==> run_1/registers.png <==
Bar = 20 µm. Other sequential cells in the stronger grey, the rest of the logic in the fainter grey.
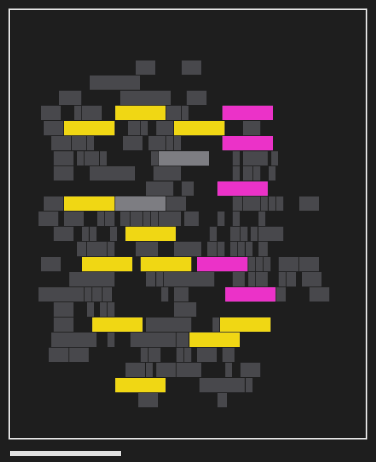
==> run_1/cell_classes.png <==
Bar = 20 µm.
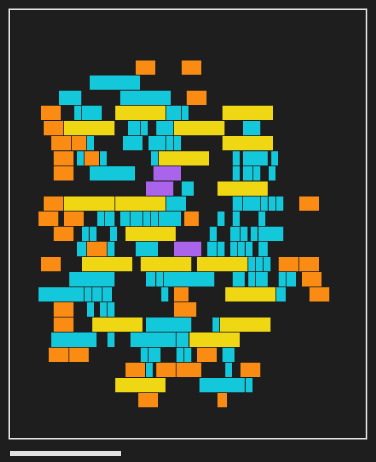
==> run_1/metal_stack.png <==
Bar = 20 µm. Two of the layers only.
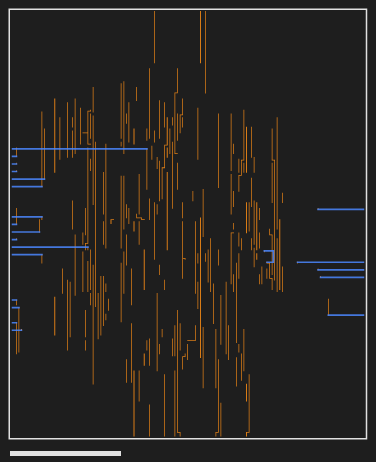
### src/rtl/moa_pkg.sv
// Shared types and width helpers for the multi-operand sequential adder.
// Build option: MOA_SAT_EN selects saturating accumulation on upper-bit wrap.
package moa_pkg;

    typedef enum logic [0:0] {
        ACCUM = 1'b0,
        DONE  = 1'b1
    } moa_state_e;

    localparam int MOA_N_MAX_DEF = 8;

    // Accumulator width: one byte plus room for N_MAX carries.
    function automatic int moa_acc_w(input int n_max);
        return 8 + $clog2(n_max);
    endfunction

    // Beat counter width: holds N_MAX+1 with one bit of headroom.
    function automatic int moa_cnt_w(input int n_max);
        return $clog2(n_max + 1) + 1;
    endfunction

endpackage

### src/rtl/adder8.sv
// 8-bit ripple-carry adder used for the low byte of the accumulator.
// Also reports signed overflow, which the accumulator does not consume.
module adder8 (
    input  logic [7:0] a,
    input  logic [7:0] b,
    input  logic       ci,
    output logic [7:0] s,
    output logic       co,
    output logic       of
);

    logic c;
    logic c7;

    // Ripple the carry bit by bit, remembering the carry into the msb.
    always_comb begin
        s  = '0;
        c  = ci;
        c7 = 1'b0;
        for (int i = 0; i < 8; i++) begin
            if (i == 7) begin
                c7 = c;
            end
            s[i] = a[i] ^ b[i] ^ c;
            c    = (a[i] & b[i]) | (c & (a[i] ^ b[i]));
        end
        co = c;
        of = c7 ^ c;
    end

endmodule

### src/rtl/multi_operand_seq_adder.sv
// Streams 8-bit operands into a wide running sum; emits sum/count/ovf on last.
// Build option: MOA_SAT_EN clamps the sum at all-ones after an upper-bit wrap.
module multi_operand_seq_adder
    import moa_pkg::*;
#(
    parameter int N_MAX = MOA_N_MAX_DEF,
    parameter int ACC_W = moa_acc_w(N_MAX),
    parameter int CNT_W = moa_cnt_w(N_MAX)
) (
    input  logic             clk,
    input  logic             rst_n,
    input  logic             in_valid,
    output logic             in_ready,
    input  logic [7:0]       in_data,
    input  logic             in_last,
    output logic             out_valid,
    input  logic             out_ready,
    output logic [ACC_W-1:0] out_sum,
    output logic [CNT_W-1:0] out_count,
    output logic             out_ovf
);

    localparam int HI_W = ACC_W - 8;

    moa_state_e       state_q;
    moa_state_e       state_d;
    logic [ACC_W-1:0] acc_q;
    logic [ACC_W-1:0] acc_d;
    logic [CNT_W-1:0] cnt_q;
    logic [CNT_W-1:0] cnt_d;
    logic [CNT_W-1:0] cnt_inc;
    logic             ovf_q;
    logic             ovf_d;

    logic [7:0]       add_s;
    logic             add_co;
    logic             add_of_unused;
    logic [HI_W-1:0]  hi_nxt;
    logic             hi_wrap;
    logic             beat;
    logic             cnt_hit;

`ifdef MOA_SAT_EN
    logic             sat_q;
    logic             sat_d;
`endif

    adder8 u_adder8 (
        .a  (acc_q[7:0]),
        .b  (in_data),
        .ci (1'b0),
        .s  (add_s),
        .co (add_co),
        .of (add_of_unused)
    );

    assign {hi_wrap, hi_nxt} = {1'b0, acc_q[ACC_W-1:8]}
                             + {{HI_W{1'b0}}, add_co};

    assign cnt_inc = (cnt_q == {CNT_W{1'b1}}) ? cnt_q
                                               : cnt_q + CNT_W'(1);
    assign cnt_hit = (cnt_inc == CNT_W'(N_MAX + 1));

    assign in_ready  = rst_n & (state_q == ACCUM);
    assign out_valid = (state_q == DONE);
    assign out_sum   = acc_q;
    assign out_count = cnt_q;
    assign out_ovf   = ovf_q;

    assign beat = in_valid & in_ready;

    // Next-state: accumulate beats in ACCUM, clear on output handshake.
    always_comb begin
        state_d = state_q;
        acc_d   = acc_q;
        cnt_d   = cnt_q;
        ovf_d   = ovf_q;
`ifdef MOA_SAT_EN
        sat_d   = sat_q;
`endif
        if (state_q == DONE) begin
            if (out_ready) begin
                state_d = ACCUM;
                acc_d   = '0;
                cnt_d   = '0;
                ovf_d   = 1'b0;
`ifdef MOA_SAT_EN
                sat_d   = 1'b0;
`endif
            end
        end else if (beat) begin
`ifdef MOA_SAT_EN
            if (sat_q || hi_wrap) begin
                acc_d = '1;
                sat_d = 1'b1;
            end else begin
                acc_d = {hi_nxt, add_s};
            end
`else
            acc_d = {hi_nxt, add_s};
`endif
            cnt_d = cnt_inc;
            ovf_d = ovf_q | hi_wrap | cnt_hit;
            if (in_last) begin
                state_d = DONE;
            end
        end
    end

    // Sequence state registers.
    always_ff @(posedge clk or negedge rst_n) begin
        if (!rst_n) begin
            state_q <= ACCUM;
            acc_q   <= '0;
            cnt_q   <= '0;
            ovf_q   <= 1'b0;
        end else begin
            state_q <= state_d;
            acc_q   <= acc_d;
            cnt_q   <= cnt_d;
            ovf_q   <= ovf_d;
        end
    end

`ifdef MOA_SAT_EN
    // Remembers that the sum clamped, so later beats keep it clamped.
    always_ff @(posedge clk or negedge rst_n) begin
        if (!rst_n) begin
            sat_q <= 1'b0;
        end else begin
            sat_q <= sat_d;
        end
    end
`endif

endmodule

### config.mk
export PLATFORM = sky130hd
export DESIGN_NAME = multi_operand_seq_adder
export DESIGN_NICKNAME = d
export VERILOG_FILES = /design/src/rtl/moa_pkg.sv /design/src/rtl/adder8.sv /design/src/rtl/multi_operand_seq_adder.sv
export SDC_FILE = /design/constraint.sdc
export NUM_CORES = 1
export LEC_CHECK = 0
export ABC_AREA = 1
export CAP_MARGIN = 30
export CORE_AREA = 5 5 59 72
export DETAILED_ROUTE_END_ITERATION = 10
export DIE_AREA = 0 0 64 77
export PLACE_DENSITY_LB_ADDON = 0.3
export SETUP_SLACK_MARGIN = 0.15
export SLEW_MARGIN = 20
export SYNTH_ARGS = -nofsm -noshare
export SYNTH_HDL_FRONTEND = slang
export SYNTH_SLANG_ARGS = --single-unit
### constraint.sdc
create_clock -name clk -period 3.1 [get_ports clk]
set_input_delay 0.62 -clock clk [delete_from_list [all_inputs] [get_ports clk]]
set_output_delay 0.62 -clock clk [all_outputs]
set_load 0.01 [all_outputs]
==> CHANGELOG.md, run 1 <==
## Flow update

- Status: finished with violations
- Failing checks: setup timing
- Top logic family: simple AND/OR/NAND/NOR gates
- Fin worst setup slack: -0.1832 ns
- Cell mode on critical path: fa_2
- CP endpoint kind: register
- Area leader, netlist: dfrtp_1
- TNS Setup: -0.4918 ns
- Worst R2R Start: out_sum[0]
- Setup-failing EPs final: 4
- Root buffer cell: clkbuf_8
- Final Cycle Share: 105.9%
- Multi-input comb cells: 73
- Top cells excl fill/tap: 28 x clkdlybuf4s50_1, 21 x nand2_1, 18 x dfrtp_1, 16 x inv_1, 9 x nand3_1
- Clock network power: 159 µW
- Achievable clock frequency: 304.6 MHz
- Biggest Area Class: logic gates
- Unrepaired setup endpoints after global routing: yes
- Number of enable flip-flop cells: 0
- Hold Startpoint: out_ovf
- Fillers: 357
- Post-CTS setup buffers: 0
- Max_cap viols: 0
- Yosys adder share: 19.15%
- Inverter count: 24
- Setup slack, reg-to-reg: -0.16 ns
- Routed length per instance: 12.45 µm
- Normalized max-slew margin: 72.59%
- Critical path class: input pin to register
- I/O pin cnt: 32
- Synth Area in Simple Gates: 20.45%
- Worst Reg2Reg Path Length in Cells: 16
- Syn Area/Cell: 9.125 µm²
- DP Wirelength: 1922 µm
- WP data required: 3.25 ns
- Gr usage total: 10.22%
- Initial antenna violation count: 0
- Post-Syn Area: 1059 µm²
- Chip area: 4928 µm²
- Die X-Extent: 64 µm
- Yosys stat area: 1059 µm²
- P per Cell Area: 808.0 nW/µm²
- Worst setup SP type: input pin
- Cell Type Count: 20
- Vias: 876
- # hold bufs at CTS: 0
- Later-pin clock latency in the skew report: 0.25 ns
- Max Root-Sink Buffers: 2
- Drc violations: 0
- Clock buffers: 3
Back to the opening pictures, registers.png:
- out_sum: yellow (placed flops 11)
- out_count: magenta (placed flops 5)
- not coloured: 2
Core Util, Final: 44.34%
sequential share of cell area: 28.92%

Back to the opening pictures, cell_classes.png:
- flops: yellow (cells 18)
- cells driving clock nets: purple (cells 3)
- all other logic: cyan (cells 97)
- other buffers and delay cells: orange (cells 35)
CORE AREA: 3513 µm²
FP Rows: 24

Back to the opening pictures, metal_stack.png:
- met3: blue (wire length 119 µm)
- met2: orange (wire length 1250 µm)

==> run 1: metal layers <==
layer	up-vias	GRT usage, %
met3	0	2.339
met4	0	2.287
met2	23	18.51
met1	415	11.92
li1	438	-
met5	-	0
==> run 1: tightest hold or removal path: cells and delay by family, from the launching register on <==
kind          cells  cell delay (ns)
simple gates      2             0.12
flops             1             0.38
==> run 1: through the flow <==
step	area (µm²)	util (%)	worst slack (ns)	std cells
finish	1558	44.34	-0.1832	192
global route	1558	44.34	-0.2761	192
CTS	1541	43.87	-0.4918	191
detailed placement	1500	42.70	-0.9572	188
global placement	1500	42.70	-0.8495	188
floorplan	1124	-	-0.2451	116
==> run 1: state kept, by name, summed over array words and instances, names as in the netlist <==
name       cells
out_valid      1
out_ovf        1
out_count      5
out_sum       11
==> run_1/gate_families.png <==
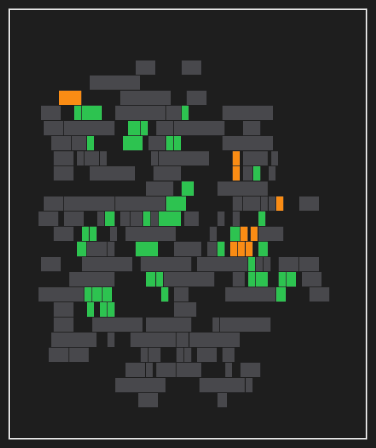

## Run 2: what changed since run 1
--- a/config.mk
+++ b/config.mk
@@ -10,6 +10,7 @@
 export CORE_AREA = 5 5 59 72
 export DETAILED_ROUTE_END_ITERATION = 10
 export DIE_AREA = 0 0 64 77
+export DONT_BUFFER_PORTS = 1
 export PLACE_DENSITY_LB_ADDON = 0.3
 export SETUP_SLACK_MARGIN = 0.15
 export SLEW_MARGIN = 20
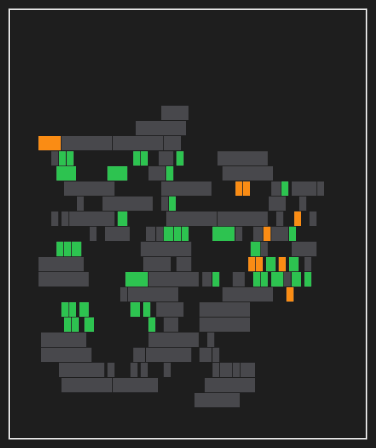
(run_2/gate_families.png)
- NAND gates: green (cells 38; most used nand2_1)
- NOR gates: orange (cells 9; most used nor2_1)

==> run 2 against run 1 <==
The run still ends with setup timing left. Largest power group is now sequential cells. Sequential power increased by 13%. Setup slack improved by 0.032 ns. Critical endpoint unchanged. Core utilization fell by 9.1 points. Routed wire length shrank 4.6%. Critical path type is now register to register.
==> CHANGELOG.md, run 2 <==
## Flow update

- Later-pin clock latency in the skew report: 0.25 ns (about the same)
- Max reg flops: 11 (unchanged)
- Max_cap viols: 0 (unchanged)
- Root buffer cell: clkbuf_8
- Syn Area/Cell: 9.125 µm² (unchanged)
- CP endpoint kind: register
- GRT met3 Usage: 4.094% (+1.8 points)
- CORE AREA: 3513 µm² (unchanged)
- FP Rows: 24 (unchanged)
- Grt met2 use: 15.29% (-3.2 points)
- Vias: 762 (-13%)
- Met1 global-route usage: 12.08% (+0.16 points)
- Post-CTS setup buffers: 1 (+1)
- Clock network power: 160 µW (about the same)
- Core Util, Final: 35.22% (-9.1 points)
- Yosys adder share: 19.15% (unchanged)
- Setup-failing EPs final: 3 (-1)
- WP data required: 3.25 ns (about the same)
- Clock buffers: 3 (unchanged)
- I/O pin cnt: 32 (unchanged)
- Unrepaired setup endpoints after global routing: yes
- Design Area, Final: 1237 µm² (-21%)
- Biggest Area Class: logic gates
- Busiest grt layer: met2
- Status: finished with violations
- TNS Setup: -0.3039 ns (+0.1880 ns)
- Multi-input comb cells: 73 (unchanged)
- P per Cell Area: 859.2 nW/µm² (+6.3%)
- Chip area: 4928 µm² (unchanged)
- Fin worst setup slack: -0.1510 ns (+0.03219 ns)
- Failing checks: setup timing
- Max Root-Sink Buffers: 2 (unchanged)
- Sequential share of cell area: 36.40% (+7.5 points)
- Cell Type Count: 20 (unchanged)
- Top logic family: simple AND/OR/NAND/NOR gates
- Dpl cells: 156 (-17%)
- Worst setup SP type: register
- # hold bufs at CTS: 0 (unchanged)
- Routed length per instance: 14.25 µm (+14%)
- Inverter count: 24 (unchanged)
run 2: cell count changes in the layout (fill, tap and decap cells not counted), sizes merged:
cell	change
clkdlybuf4s50	-28
buf	-2
clkbuf	-1
dlymetal6s2s	-1
run 2: worst paths after layout:
| path | slack [ns] | start | cells past startpoint | end |
|---|---|---|---|---|
| worst max-delay path | -0.15 | out_sum[0] | 16 | out_sum[10] |
| worst min-delay path | 0.06 | rst_n | 0 | out_sum[8] |
| worst max register to register | -0.15 | out_sum[0] | 16 | out_sum[10] |
| worst min register to register | 0.59 | out_sum[1] | 2 | out_sum[1] |
| max in group asynchronous | 2.97 | rst_n | 0 | out_count[2] |
| min in group clk | 0.46 | out_ready | 1 | out_valid |
==> run_2/final_congestion.png <==
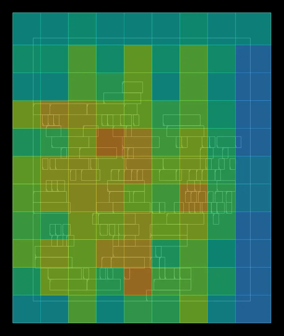

## Run 3: what changed since run 2
--- a/config.mk
+++ b/config.mk
@@ -7,6 +7,8 @@
 export LEC_CHECK = 0
 export ABC_AREA = 1
 export CAP_MARGIN = 30
+export CELL_PAD_IN_SITES_DETAIL_PLACEMENT = 1
+export CELL_PAD_IN_SITES_GLOBAL_PLACEMENT = 1
 export CORE_AREA = 5 5 59 72
 export DETAILED_ROUTE_END_ITERATION = 10
 export DIE_AREA = 0 0 64 77
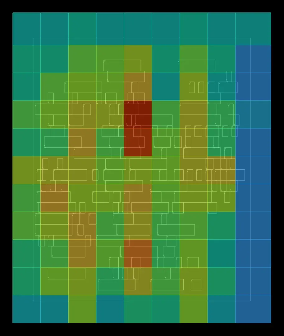
(run_3/final_congestion.png)
grt met2 use: 18.31%
GRT met3 Usage: 3.655%

==> run 3 against run 2 <==
The run still ends with setup timing left. Via count is 3.4% higher. Non-clock buffer count is 2 higher. Sequential power hardly changed. Highest routed layer unchanged. Area after synthesis stayed put. Clock-buffer cell count is 1 higher. First-iteration DRC count is 51% lower. Clock skew is 0.00077 ns lower. Critical path depth stayed put. Final area is 2.3% higher. Core utilization is 0.82 points higher. Sequential share of layout area is 0.83 points lower.
==> CHANGELOG.md, run 3 <==
## Flow update

- Later-pin clock latency in the skew report: 0.25 ns (about the same)
- Clock network power: 195 µW (+22%)
- Biggest Area Class: logic gates
- I/O pin cnt: 32 (unchanged)
- Stages on worst setup path: 16 (unchanged)
- Syn Area/Cell: 9.125 µm² (unchanged)
- Fin worst setup slack: -0.1370 ns (+0.01394 ns)
- Max_cap viols: 0 (unchanged)
- Multi-input comb cells: 73 (unchanged)
- Worst setup SP type: register
- P per Cell Area: 884.9 nW/µm² (+3.0%)
- Status: finished with violations
- Yosys adder share: 19.15% (unchanged)
- CORE AREA: 3513 µm² (unchanged)
- Vias: 788 (+3.4%)
- Inverter count: 24 (unchanged)
- Unrepaired setup endpoints after global routing: yes
- Setup-failing EPs final: 3 (unchanged)
- Max reg flops: 11 (unchanged)
- Seq cells post-synth: 18
- Worst Reg2Reg Path Length in Cells: 16 (unchanged)
- Sequential share of cell area: 35.57% (-0.83 points)
- Clock buffers: 4 (+1)
- CP endpoint kind: register
- Busiest grt layer: met2
- Worst R2R Start: out_sum[0]
- # hold bufs at CTS: 0 (unchanged)
- Cell Type Count: 20 (unchanged)
- Max Root-Sink Buffers: 2 (unchanged)
- NonClk Buf Share: 2.964%
- TNS Setup: -0.3271 ns (-0.02327 ns)
- Root buffer cell: clkbuf_8
- FP Rows: 24 (unchanged)
- Setup slack, reg-to-reg: -0.14 ns (about the same)
- Met1 global-route usage: 11.75% (-0.32 points)
- Failing checks: setup timing
- End point of the critical path: out_sum[10]
==> run 3: repair_timing <==
item                                    in CTS  in global routing
pin swaps                                    2                  1
endpoints found under the setup margin       5                  5
gates resized                                0                  2
buffers inserted                             0                  1
==> run 3: metrics by stage <==
| step | cell area [µm²] | hold slack [ns] | util, % |
|---|---|---|---|
| final | 1266 | 0.05457 | 36.04 |
| after global routing | 1266 | 0.03728 | 36.04 |
| after CTS | 1252 | 0.05079 | 35.65 |
| after detailed placement | 1197 | 0.3250 | 34.08 |
| after global placement | 1197 | 0.3251 | 34.08 |
| after floorplan | 1124 | 0.3244 | - |
==> run 3: per-layer routing <==
| metal | wire, µm | up-vias |
|---|---|---|
| li1 | - | 380 |
| met2 | 1323 | 21 |
| met3 | 169 | 4 |
| met1 | 992 | 383 |
| met5 | 0 | - |
| met4 | 38 | 0 |
Power is estimated from default activity; no workload was simulated.
